==> config.mk <==
export PLATFORM = sky130hd
export DESIGN_NAME = aes_block_packer
export DESIGN_NICKNAME = d
export VERILOG_FILES = /design/src/rtl/aes_block_packer.sv
export SDC_FILE = /design/constraint.sdc
export NUM_CORES = 1
export LEC_CHECK = 0
export ABC_CLOCK_PERIOD_IN_PS = 2100
export CORE_ASPECT_RATIO = 0.6
export CORE_MARGIN = 10
export CORE_UTILIZATION = 43
export DETAILED_ROUTE_END_ITERATION = 10
export GPL_TIMING_DRIVEN = 0
export PLACE_DENSITY_LB_ADDON = 0.2
export SETUP_SLACK_MARGIN = 0.3
export SYNTH_ARGS = -nofsm -noshare
export SYNTH_HDL_FRONTEND = slang
export SYNTH_SLANG_ARGS = --single-unit
==> constraint.sdc <==
create_clock -name clk -period 2.1 [get_ports clk]
set_input_delay 0.63 -clock clk [delete_from_list [all_inputs] [get_ports clk]]
set_output_delay 0.63 -clock clk [all_outputs]
set_load 0.005 [all_outputs]
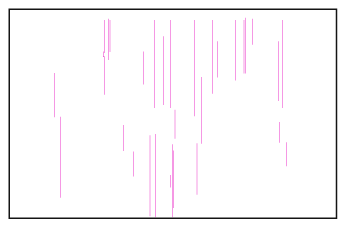
**Above:** met4 routing.
Drawn at 1.5 px/um.
The layer holds 2.8% of the routed length. 21 nets have wire on it. The wires run mostly vertical. The longest straight run is 63.9 um. The layer carries 1,090 um of wire.
routed wire length: 38.7 mm
via count: 9,559

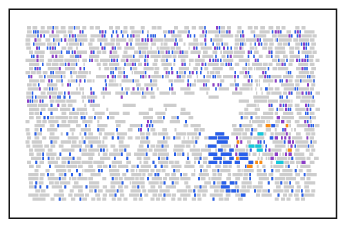
**Above:** gate families picked out.
Drawn at 1.5 px/um.
Blue stands for nand cells, cells 420, where widely spread. Purple stands for aoi and oai cells, cells 150. Cyan stands for fa/ha/maj cells, cells 5. Orange stands for and/or cells, cells 8.
Comb/total area: 28.2%
Non-Filler Instances: 1,860
most frequently placed logic cell in the final layout: nand2_1

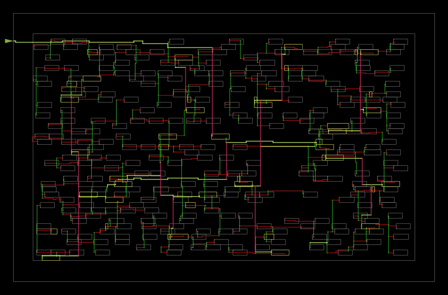
**Above:** the clock network.
clock buffers: 37
Setup Skew: 0.0113 ns
CTS buffer count: 25
Clk Latency, worst-skew pair: 0.53 ns
num sequential: 270

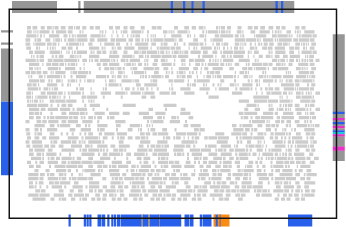
**Above:** pin map.
Drawn at 1.5 px/um. Pins as bars across the die edge, other pins in gray.
Orange stands for `in_data`, pins 8, direction input, edge bottom. Blue stands for `out_block`, pins 128, direction output, edge 83 bottom, 36 left, 6 top, 3 right. Cyan stands for `out_valid`, pins 1, direction output, edge right. Magenta stands for `out_bytes`, pins 5, direction output, edge right.
die width: 217 um
height of the chip: 138 um
# port buffers: 406

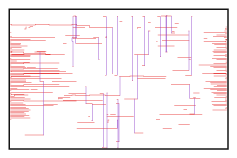
**Above:** routed metal, one color a layer.
Drawn at 1 px/um. Two of the layers only.
Purple stands for M4, wire length 1,090 um. Red stands for M3, wire length 2,970 um.
global router's overall resource usage: 24.1%
per-cell routed wire length: 20.8 um

==> impl_metrics.env <==
# physical design summary
export IMPL_setup_viol=0
export IMPL_max_cap_viol_count=0
export IMPL_comb_multi_input_count=725
export IMPL_ys_flops=270
export IMPL_warnings=31
export IMPL_worst_path_stages=3
export IMPL_synth_cell_types=33
export IMPL_io_pins=407
export IMPL_tap_cell_count=315
export IMPL_xor_share_pct=0.175
export IMPL_rows=43
export IMPL_yosys_cells=1094
export IMPL_grt_pass1_vias=9190
export IMPL_critPathLaunchType="flop"
export IMPL_place_congestion=0.850
export IMPL_worstSetupPathType="flop to output port"
export IMPL_tritoncts="yes"
export IMPL_ys_sh_aoi_pct=7.73
export IMPL_grt_max_degree=15
export IMPL_fin_crit_ns=1.84
export IMPL_finalHoldViolations=0
export IMPL_worst_r2r_setup_slack_ns=0.37
export IMPL_netlist_instances=1094
export IMPL_required_ns=1.47
export IMPL_placed_cell_area_um2=14500
export IMPL_ff_type="dfxtp_1"
export IMPL_insertedDiodeCount=1
export IMPL_leakage_nw=7.29
export IMPL_place_inst=1815
export IMPL_buffers=499
export IMPL_comb_area_um2=4270
export IMPL_synthSimpleGateAreaFrac_pct=20.3
export IMPL_synth_area_um2=10000
export IMPL_power_density_nw_per_um2=718
export IMPL_crit_chain="inv_4, and3_1, clkbuf_2"
export IMPL_regArea_um2=5440
export IMPL_crit_slowest_cell="dfxtp_4"
export IMPL_fin_area_um2=15200
export IMPL_path_buffers=2
export IMPL_root_buffer="clkbuf_16"
export IMPL_cp_top_family="flip-flops"
export IMPL_cp_slowest_stage_delay_ns=0.35
export IMPL_ant_nets=0
export IMPL_seq_share_pct=35.9
export IMPL_area_delta_synth_final_pct=51.0
export IMPL_adder_share_pct=0.624
export IMPL_slew_headroom_pct=66.9
export IMPL_clk_share_pct=5.17
export IMPL_drt_iter0_drc=666
export IMPL_fp_nets=1241
export IMPL_final_layout_size_suffix_gt1_share_pct=12.4
export IMPL_clk_pin_slew_worst_paths_ns=0.07
export IMPL_status="finished clean"
export IMPL_die_area_um2=30000
export IMPL_yosys_area_um2=10000
export IMPL_first_pass_iters=5
export IMPL_ir_drop_uv=690
export IMPL_grt_overflow_total=0
export IMPL_fmax_mhz=544
export IMPL_ctsLongestPathBuffers=3
export IMPL_setup_tns_ns=0
export IMPL_mux_area_share_pct=12.8
export IMPL_inv_count=7
export IMPL_drc=0
export IMPL_rr_worst_depth=7
export IMPL_grt_pass1_wl_mm=57.2
export IMPL_fillers=2006
export IMPL_edf_count=0
export IMPL_hold_path_class="flop to flop"
export IMPL_vias_per_cell=5.14
export IMPL_arrival_ns=1.21
export IMPL_synthArstFlopShare_pct=0
export IMPL_tightest_slew_ns=0.496
export IMPL_ys_seq_share_pct=53.9
export IMPL_rsz0062_at_grt="yes"
export IMPL_buffer_area_share_pct=27.9
export IMPL_lay_top_cells="nand2_1 (263), dfxtp_1 (244), dlygate4sd2_1 (163)"
export IMPL_area_dominant_class="flip-flops and latches"
export IMPL_min_delay_path_depth=2
export IMPL_fp_util_pct=43.6
export IMPL_final_util_pct=65.8
export IMPL_antenna_found_initial=1
export IMPL_core_area_um2=23000
export IMPL_dp_hpwl_mm=29.7
export IMPL_ys_top_logic_family="simple AND/OR/NAND/NOR gates"
export IMPL_cts_hold_buf=0
export IMPL_ys_warnings_count=0
export IMPL_nets=1675
export IMPL_crit_fanout=5
export IMPL_fin_crit_sh_pct=87.6
export IMPL_drv_slew=0
export IMPL_syn_avg_cell_area_um2=9.17
export IMPL_htree_levels=1
export IMPL_cp_end_kind="output port"
export IMPL_cts_sinks=270
power breakdown:
group	switching [W]	internal, W
Combinational	0.000533	0.000522
Sequential	0.0000783	0.00527
Clock	0.00199	0.00250
Total	0.00260	0.00829
cell usage after synthesis, types with 2 or more instances:
master    instances  area [um2]
dfxtp_1         270        5410
nand2_1         263         987
a21oi_1         138         691
nand3_1         138         691
mux2i_1         128        1280
buf_2            47         235
clkbuf_1         36         135
nand3_4           8         140
a211oi_1          7        52.6
inv_1             7        26.3
nor2_1            6        22.5
buf_1             5        18.8
ha_1              5        62.6
o21ai_0           5        25.0
and3_1            4        25.0
nand3_2           4        40.0
nand4_2           3        37.5
nor2b_1           3        18.8
buf_4             2        15.0
or3_1             2        12.5
worst register-to-register path, delay by kind of cell, from the launching register on:
kind	cells	cell delay, ns
adders and majority gates	2	0.40
AOI/OAI and AO/OA	2	0.21
buffers and inverters	1	0.18
and+or+nand+nor	2	0.47
DFF	1	0.35
what timing repair did:
action | CTS | global route
setup buffers | 1 | 0
gates resized | 364 | 127
endpoints found under the hold margin | 0 | 0
cloned | 0 | 0
setup endpoints to repair | 501 | 278
pin swaps | 0 | 0
layer usage:
metal | GRT usage [%] | part of all wire [%]
met5 | 0 | 0
met4 | 7.33 | 2.8
met3 | 7.67 | 7.7
met2 | 39.1 | 47
met1 | 30.0 | 42
through the flow:
stage | setup WS [ns] | total power, W | hold slack [ns]
finish | 0.261 | 0.0109 | 0.449
global route | 0.192 | 0.0112 | 0.464
CTS | 0.0960 | 0.0109 | 0.452
detailed placement | -0.741 | 0.00659 | 0.445
global placement | -0.672 | 0.00657 | 0.441
floorplan | 0.319 | 0.00584 | 0.453
Power figures rest on the tool's default switching activity, not on a simulated workload.
